$ cat config.mk
export PLATFORM = sky130hd
export DESIGN_NAME = camera64x64_reader_flat
export DESIGN_NICKNAME = d
export VERILOG_FILES = /design/src/rtl/camera64x64_reader_if.sv /design/src/rtl/camera64x64_reader.sv /design/src/flat_wrapper.sv
export SDC_FILE = /design/constraint.sdc
export NUM_CORES = 1
export LEC_CHECK = 0
export ABC_AREA = 0
export CORE_UTILIZATION = 35
export DETAILED_ROUTE_END_ITERATION = 7
export PLACE_DENSITY = 0.55
export RECOVER_POWER = 100
export SLEW_MARGIN = 40
export SYNTH_ARGS = -nofsm -noshare
export SYNTH_HDL_FRONTEND = slang
export SYNTH_SLANG_ARGS = --single-unit
$ cat constraint.sdc
create_clock -name clk -period 3 [get_ports clk]
set_clock_uncertainty 0.15 [all_clocks]
set_input_delay 0.3 -clock clk [delete_from_list [all_inputs] [get_ports clk]]
set_output_delay 0.3 -clock clk [all_outputs]
set_load 0.005 [all_outputs]
$ cat src/rtl/camera64x64_reader_if.sv
// Pixel-stream and camera-link signals of the 64x64 camera reader.
// master = reader side, slave = camera/consumer side.
interface camera64x64_reader_if #(
  parameter int PIX_W = 8
);
  logic             start;
  logic             sdata;
  logic             sclk;
  logic             busy;
  logic [PIX_W-1:0] pix_data;
  logic             pix_valid;
  logic [5:0]       pix_x;
  logic [5:0]       pix_y;
  logic             line_end;
  logic             frame_end;
  logic [15:0]      frame_sum;

  modport master (
    input  start, sdata,
    output sclk, busy, pix_data, pix_valid, pix_x, pix_y, line_end, frame_end, frame_sum
  );

  modport slave (
    output start, sdata,
    input  sclk, busy, pix_data, pix_valid, pix_x, pix_y, line_end, frame_end, frame_sum
  );
endinterface

$ cat src/rtl/camera64x64_reader.sv
// Burst-mode SCLK generator and SDATA deserialiser for the 64x64 dummy camera.
// Optional frame checksum on FRAME_SUM when CAMERA64X64_READER_SUM_EN is defined.
module camera64x64_reader #(
  parameter int PIX_W         = 8,
  parameter int PIX_PER_BURST = 3,
  parameter int GAP_CYCLES    = 108000,
  parameter int FRAME_PIX     = 4096
) (
  input  logic                  clk,
  input  logic                  rst,
  camera64x64_reader_if.master  bus
);
  localparam int PCW = (FRAME_PIX > 1) ? $clog2(FRAME_PIX) : 1;
  localparam int BCW = (PIX_PER_BURST > 1) ? $clog2(PIX_PER_BURST) : 1;
  localparam int GCW = $clog2(GAP_CYCLES + 1);
  localparam int KCW = $clog2(PIX_W + 1);

  typedef enum logic [1:0] {IDLE, LEAD, SHIFT, GAP} state_t;

  state_t           state_r;
  logic             sclk_r;
  logic             busy_r;
  logic [PIX_W-1:0] shreg_r;
  logic [KCW-1:0]   bit_cnt_r;
  logic [PCW-1:0]   pix_cnt_r;
  logic [BCW-1:0]   burst_r;
  logic [GCW-1:0]   gap_cnt_r;
  logic [5:0]       col_r;
  logic [5:0]       row_r;
  logic [PIX_W-1:0] pix_data_r;
  logic             pix_valid_r;
  logic [5:0]       pix_x_r;
  logic [5:0]       pix_y_r;
  logic             line_end_r;
  logic             frame_end_r;
  logic             last_frame_s;
  logic             last_burst_s;
`ifdef CAMERA64X64_READER_SUM_EN
  logic [15:0]      sum_r;
`endif

  assign last_frame_s = (pix_cnt_r == PCW'(FRAME_PIX - 1));
  assign last_burst_s = (burst_r == BCW'(PIX_PER_BURST - 1));

  // Frame FSM: SCLK bursts, bit sampling, pixel emission and coordinate tracking.
  always_ff @(posedge clk) begin
    if (rst) begin
      state_r     <= IDLE;
      sclk_r      <= 1'b0;
      busy_r      <= 1'b0;
      shreg_r     <= '0;
      bit_cnt_r   <= '0;
      pix_cnt_r   <= '0;
      burst_r     <= '0;
      gap_cnt_r   <= '0;
      col_r       <= 6'd0;
      row_r       <= 6'd0;
      pix_data_r  <= '0;
      pix_valid_r <= 1'b0;
      pix_x_r     <= 6'd0;
      pix_y_r     <= 6'd0;
      line_end_r  <= 1'b0;
      frame_end_r <= 1'b0;
`ifdef CAMERA64X64_READER_SUM_EN
      sum_r       <= 16'd0;
`endif
    end else begin
      pix_valid_r <= 1'b0;
      line_end_r  <= 1'b0;
      frame_end_r <= 1'b0;
      case (state_r)
        IDLE: begin
          // BUSY is still high on the FRAME_END cycle, so a START there is dropped.
          if (bus.start && !busy_r) begin
            state_r   <= LEAD;
            busy_r    <= 1'b1;
            sclk_r    <= 1'b1;
            bit_cnt_r <= '0;
            pix_cnt_r <= '0;
            burst_r   <= '0;
            col_r     <= 6'd0;
            row_r     <= 6'd0;
            pix_x_r   <= 6'd0;
            pix_y_r   <= 6'd0;
`ifdef CAMERA64X64_READER_SUM_EN
            sum_r     <= 16'd0;
`endif
          end else begin
            busy_r <= 1'b0;
            sclk_r <= 1'b0;
          end
        end
        LEAD: begin
          if (sclk_r) begin
            sclk_r <= 1'b0;
          end else begin
            sclk_r  <= 1'b1;
            state_r <= SHIFT;
          end
        end
        SHIFT: begin
          if (sclk_r) begin
            shreg_r   <= {shreg_r[PIX_W-2:0], bus.sdata};
            bit_cnt_r <= bit_cnt_r + 1'b1;
            sclk_r    <= 1'b0;
          end else if (bit_cnt_r == KCW'(PIX_W)) begin
            pix_data_r  <= shreg_r;
            pix_valid_r <= 1'b1;
            pix_x_r     <= col_r;
            pix_y_r     <= row_r;
            line_end_r  <= (col_r == 6'd63);
            frame_end_r <= last_frame_s;
            col_r       <= col_r + 6'd1;
            row_r       <= (col_r == 6'd63) ? row_r + 6'd1 : row_r;
            pix_cnt_r   <= pix_cnt_r + 1'b1;
            bit_cnt_r   <= '0;
`ifdef CAMERA64X64_READER_SUM_EN
            sum_r       <= sum_r + 16'(shreg_r);
`endif
            if (last_frame_s) begin
              state_r <= IDLE;
            end else if (last_burst_s) begin
              state_r   <= GAP;
              gap_cnt_r <= '0;
              burst_r   <= '0;
            end else begin
              burst_r <= burst_r + 1'b1;
              sclk_r  <= 1'b1;
            end
          end else begin
            sclk_r <= 1'b1;
          end
        end
        GAP: begin
          if (gap_cnt_r == GCW'(GAP_CYCLES - 1)) begin
            state_r <= LEAD;
            sclk_r  <= 1'b1;
          end else begin
            gap_cnt_r <= gap_cnt_r + 1'b1;
          end
        end
        default: begin
          state_r <= IDLE;
          sclk_r  <= 1'b0;
        end
      endcase
    end
  end

  assign bus.sclk      = sclk_r;
  assign bus.busy      = busy_r;
  assign bus.pix_data  = pix_data_r;
  assign bus.pix_valid = pix_valid_r;
  assign bus.pix_x     = pix_x_r;
  assign bus.pix_y     = pix_y_r;
  assign bus.line_end  = line_end_r;
  assign bus.frame_end = frame_end_r;
`ifdef CAMERA64X64_READER_SUM_EN
  assign bus.frame_sum = sum_r;
`else
  assign bus.frame_sum = 16'd0;
`endif
endmodule

$ cat src/flat_wrapper.sv
// flat-port wrapper written by rule: the top's interface ports become plain ports
module camera64x64_reader_flat 
#(
  parameter int PIX_W         = 8,
  parameter int PIX_PER_BURST = 3,
  parameter int GAP_CYCLES    = 108000,
  parameter int FRAME_PIX     = 4096
)
  (clk, rst, bus_start, bus_sdata, bus_sclk, bus_busy, bus_pix_data, bus_pix_valid, bus_pix_x, bus_pix_y, bus_line_end, bus_frame_end, bus_frame_sum);
  camera64x64_reader_if #(.PIX_W(PIX_W)) bus_i ();
  input  logic clk;
  input  logic rst;
  input wire logic [$bits(bus_i.start)-1:0] bus_start;
  input wire logic [$bits(bus_i.sdata)-1:0] bus_sdata;
  output wire logic [$bits(bus_i.sclk)-1:0] bus_sclk;
  output wire logic [$bits(bus_i.busy)-1:0] bus_busy;
  output wire logic [$bits(bus_i.pix_data)-1:0] bus_pix_data;
  output wire logic [$bits(bus_i.pix_valid)-1:0] bus_pix_valid;
  output wire logic [$bits(bus_i.pix_x)-1:0] bus_pix_x;
  output wire logic [$bits(bus_i.pix_y)-1:0] bus_pix_y;
  output wire logic [$bits(bus_i.line_end)-1:0] bus_line_end;
  output wire logic [$bits(bus_i.frame_end)-1:0] bus_frame_end;
  output wire logic [$bits(bus_i.frame_sum)-1:0] bus_frame_sum;
  assign bus_i.start = bus_start;
  assign bus_i.sdata = bus_sdata;
  assign bus_sclk = bus_i.sclk;
  assign bus_busy = bus_i.busy;
  assign bus_pix_data = bus_i.pix_data;
  assign bus_pix_valid = bus_i.pix_valid;
  assign bus_pix_x = bus_i.pix_x;
  assign bus_pix_y = bus_i.pix_y;
  assign bus_line_end = bus_i.line_end;
  assign bus_frame_end = bus_i.frame_end;
  assign bus_frame_sum = bus_i.frame_sum;
  camera64x64_reader #(.PIX_W(PIX_W), .PIX_PER_BURST(PIX_PER_BURST), .GAP_CYCLES(GAP_CYCLES), .FRAME_PIX(FRAME_PIX)) u_core (.clk(clk), .rst(rst), .bus(bus_i));
endmodule
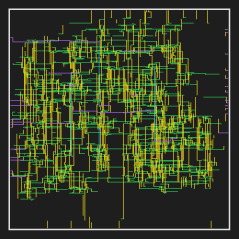
Run 1: signal wires by layer
Scale: 2 px per um.
[metal 3] purple | wire length: 247 um
[metal 2] yellow | wire length: 4210 um
[metal 1] green | wire length: 4050 um
[metal 4] cyan | wire length: 125 um

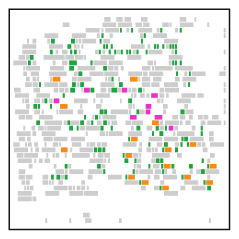
Run 1: selected gate families
Scale: 2 px per um.
[AND-OR and OR-AND gates] magenta | cells: 9
[NAND gates] green | cells: 120
[multiplexers] orange | cells: 16

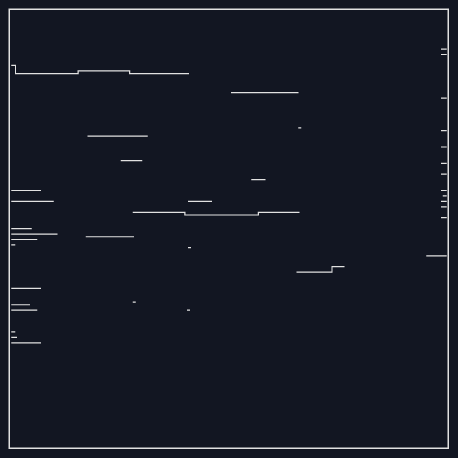
Run 1: metal 3
Scale: 4 px per um.
longest straight run: 18.4 um
share of all routed wire: 2.9%
nets with wire on the layer: 31

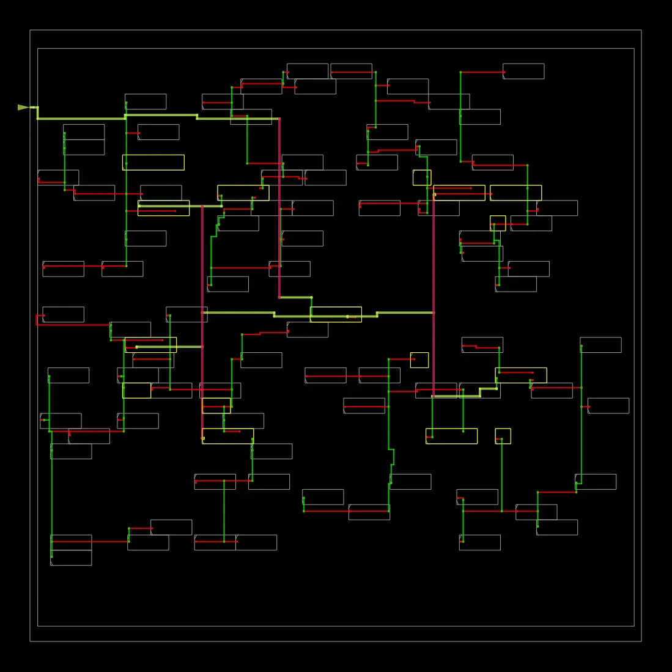
Run 1: clock wiring as the flow saved it
clock network power: 0.00114 W
CTS buffer count: 9
clk sinks: 82
FF+latch count: 82
clk latency late pin: 0.34 ns

==> flow_summary.ini, run 1 <==
; synthesis and place-and-route metrics
[synthesis]
syn_area_um2 = 4036
ys_types = 54
syn-mean-instance-area_um2 = 8.288
most_common_cell = dfxtp_1
yosys.stat.chipArea_um2 = 4036
synth_top_cell_by_area = dfxtp_1
flop_cell = dfxtp_1
synth-simple-area-share = 0.2911
ys.warnings.count = 0
topCombFamilyByArea = simple AND/OR/NAND/NOR gates
ys_cells = 487
top_cells_by_count = dfxtp_1, nand2_1, nor2_1
edf_count = 0
synthXorXnorAreaFrac = 0.04340

[final_layout]
layout_top_cells = dfxtp_1, nand2_1, nor2_1
drive_gt1_frac = 0.06287
seq_area_um2 = 1642
diodes = 0

[clock_tree]
clkTransAtPathRegs_ns = 0.06
clock_path_buffers = 2
h-tree-depth = 3

[setup_path]
cp.arrival_ns = 2.78
worstReg2RegEnd = u_core.burst_r[0]
required_ns = 3.12

[power_and_ir_drop]
swShare = 0.2725
power_leader = sequential cells
power_density_nw_per_um2 = 575.6
p_int_w = 0.001951
power.leakage_nw = 1.688
power.switching_w = 0.0007307
ir_drop_mv = 0.2593
pg_seq_w = 0.00114
powerComb_w = 0.000404
seqPwrFrac = 0.425
clkPwrFrac = 0.424

[floorplanning]
num_io_pins = 45
fp-utilization = 0.3659
chipArea_um2 = 11970
core-area_um2 = 11030

[final_timing]
max_freq_mhz = 374.9
period_used_share = 0.8890
rsz0062_at_grt = no
hold_viol = 0

[routing]
drtAntennaViolNets = 0
wl_per_cell_um = 13.29
wl_met2_um = 4205

[run_status]
outcome = completed

[global_route]
grt_pass1_wl_um = 14800
grt_usage = 0.1576

[min_path]
hp-class = in -> reg
## run 1: worst max-delay path, cell delays in order, from the launching register on
cell and delay [ns]:
dfxtp_1 0.33, inv_1 0.13, ha_1 0.32, clkbuf_2 0.52, nand2b_1 0.19, a22oi_2 0.23, buf_4 0.26, nand4b_1 0.16
nand2b_1 0.18, a21oi_1 0.13
## run 1: registers in the layout, summed over array words and instances (netlist names)
| register | cells |
|---|---|
| u_core.bit_cnt_r | 4 |
| u_core.burst_r | 2 |
| u_core.bus.busy | 1 |
| u_core.bus.frame_end | 1 |
| u_core.bus.line_end | 1 |
| u_core.bus.pix_data | 8 |
| u_core.bus.pix_valid | 1 |
| u_core.bus.pix_x | 6 |
| u_core.bus.pix_y | 6 |
| u_core.bus.sclk | 1 |
| u_core.col_r | 6 |
| u_core.gap_cnt_r | 17 |
| u_core.pix_cnt_r | 12 |
| u_core.row_r | 6 |
| u_core.shreg_r | 8 |
| u_core.state_r | 2 |
## run 1: area by class of cell
class                           count  area share
Timing Repair Buffer               34     0.06767
Clock inverter                      5     0.01343
Sequential cell                    82      0.3523
Inverter                           12    0.009667
Multi-Input combinational cell    365      0.4651
Clock buffer                       11     0.05424
Tap cell                          140     0.03759
## run 1: through the flow
step           setup WS, ns  total power, W  instances  hold WS, ns  utilization
6_report             0.3329        0.002682        649       0.2999       0.4224
3_5_place_dp         0.4441        0.001578        633       0.2992       0.3943
2_1_floorplan        0.7810        0.001483        502       0.2821            -
4_1_cts              0.4232        0.002725        649       0.3073       0.4229
5_1_grt              0.1318        0.002807        649       0.3169       0.4224
3_3_place_gp         0.4779        0.001571        633       0.2958       0.3943
Run 1, clock network drawn from the DEF:
Scale: 4 px per um.
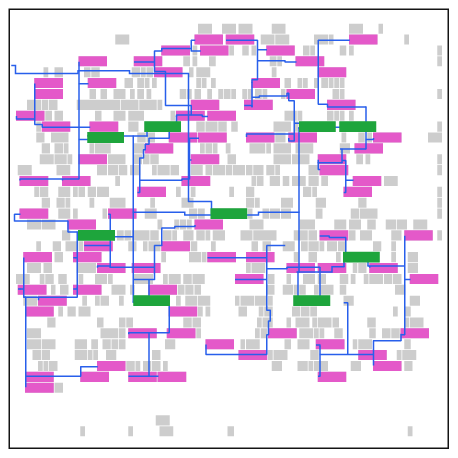

==> inputs of run 2 (changes only) <==
CORE_MARGIN = 2   (was not set)
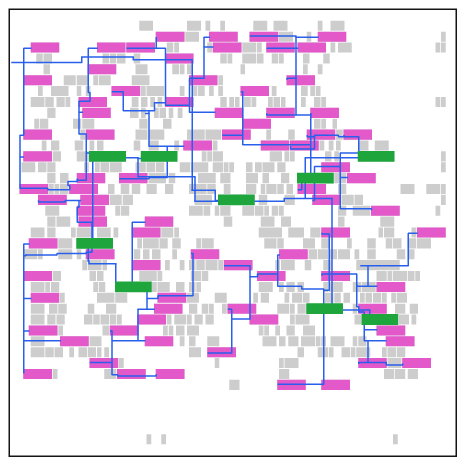
Run 2: clock network drawn from the DEF
Scale: 4 px per um.
[flip-flops] magenta | count: 82
[clock wires] blue | length: 1120 um
[clock drivers] green | count: 9
routed clock nets: 10

==> flow_summary.ini, run 2 <==
; synthesis and place-and-route metrics
[min_path]
hp-class = in -> reg

[final_layout]
largest_reg_flops = 17
seq_area_um2 = 1642
layout_top_cells = dfxtp_1, nand2_1, nor2_1
reg_top3 = u_core.gap_cnt_r (17), u_core.pix_cnt_r (12)
top_register = u_core.gap_cnt_r

[synthesis]
yosys.stat.chipArea_um2 = 4036
synth_top_cell_by_area = dfxtp_1
synth-simple-area-share = 0.2911
top_cells_by_count = dfxtp_1, nand2_1, nor2_1
ys_cells = 487
ys_types = 54
flop_cell = dfxtp_1
synthXorXnorAreaFrac = 0.04340
topCombFamilyByArea = simple AND/OR/NAND/NOR gates
edf_count = 0
syn-mean-instance-area_um2 = 8.288
syn_area_um2 = 4036

[placed_design]
dp_worst_setup_slack_ns = 0.4336

[setup_path]
worstReg2RegEnd = u_core.gap_cnt_r[8]
cp.arrival_ns = 2.71

[run_status]
outcome = completed

[power_and_ir_drop]
power.switching_w = 0.0007069
clkPwrFrac = 0.405
p_int_w = 0.001893
swShare = 0.2719
ir_drop_mv = 0.2980
seqPwrFrac = 0.438

[clock_tree]
cts_buffers = 9
clkTransAtPathRegs_ns = 0.06
h-tree-depth = 3
clock_path_buffers = 2
clock_latency_ns = 0.34

[final_timing]
fin_ws_ns = 0.3601
max_freq_mhz = 378.8
hold_viol = 0
rsz0062_at_grt = no
period_used_share = 0.8800

[global_route]
grt_pass1_wl_um = 14940
grt_max_degree = 55
grt_usage = 0.1457

[floorplanning]
fp-utilization = 0.3565
core-area_um2 = 11320

[routing]
drtAntennaViolNets = 0
wl_per_cell_um = 13.40
## run 2: power by group through the flow
stage / combinational (W) / sequential (W) / clock, W
3_3_place_gp: 0.000409 / 0.00116 / 0
4_1_cts: 0.000417 / 0.00114 / 0.00108
3_5_place_dp: 0.000412 / 0.00116 / 0
2_1_floorplan: 0.000330 / 0.00115 / 0
5_1_grt: 0.000455 / 0.00114 / 0.00113
6_report: 0.000409 / 0.00114 / 0.00105
## run 2: critical path, cell delays in order (launching register included)
cell	delay (ns)
dfxtp_1	0.42
nand4_1	0.13
or4_1	0.75
a32oi_2	0.74
nor3_1	0.17
mux2i_1	0.15
## run 2: routing by layer
layer  track usage  share of wire  up-vias
li1              -              -     1680
met1        0.1798           0.47     1571
met2        0.2504           0.48       56
met3       0.04246          0.040        6
met4       0.03786         0.0093        0
met5             0              0        -
## run 2: kinds of logic after synthesis
logic type | Yosys count
compound gates | 69
xor+xnor | 20
fa+ha+maj | 11
buf+inv | 55
flops | 82
mux | 16
other cells | 1
simple gates | 233
## run 2: layout make-up
class / instances / area share
clock inverter: 3 / 0.009212
clock buffer: 11 / 0.05039
timing repair buffer: 33 / 0.06719
multi-input combinational: 365 / 0.4692
tap: 143 / 0.03874
sequential: 82 / 0.3555
inverter: 12 / 0.009753
## run 2: stage by stage
stage	cell area [um2]	instances	utilization	power, W
detailed placement	4348	635	0.3841	0.001573
CTS	4623	649	0.4084	0.002638
global placement	4345	635	0.3838	0.001570
global route	4618	649	0.4079	0.002727
floorplan	4093	502	-	0.001483
finish	4618	649	0.4079	0.002600
Power is estimated from default activity; no workload was simulated.
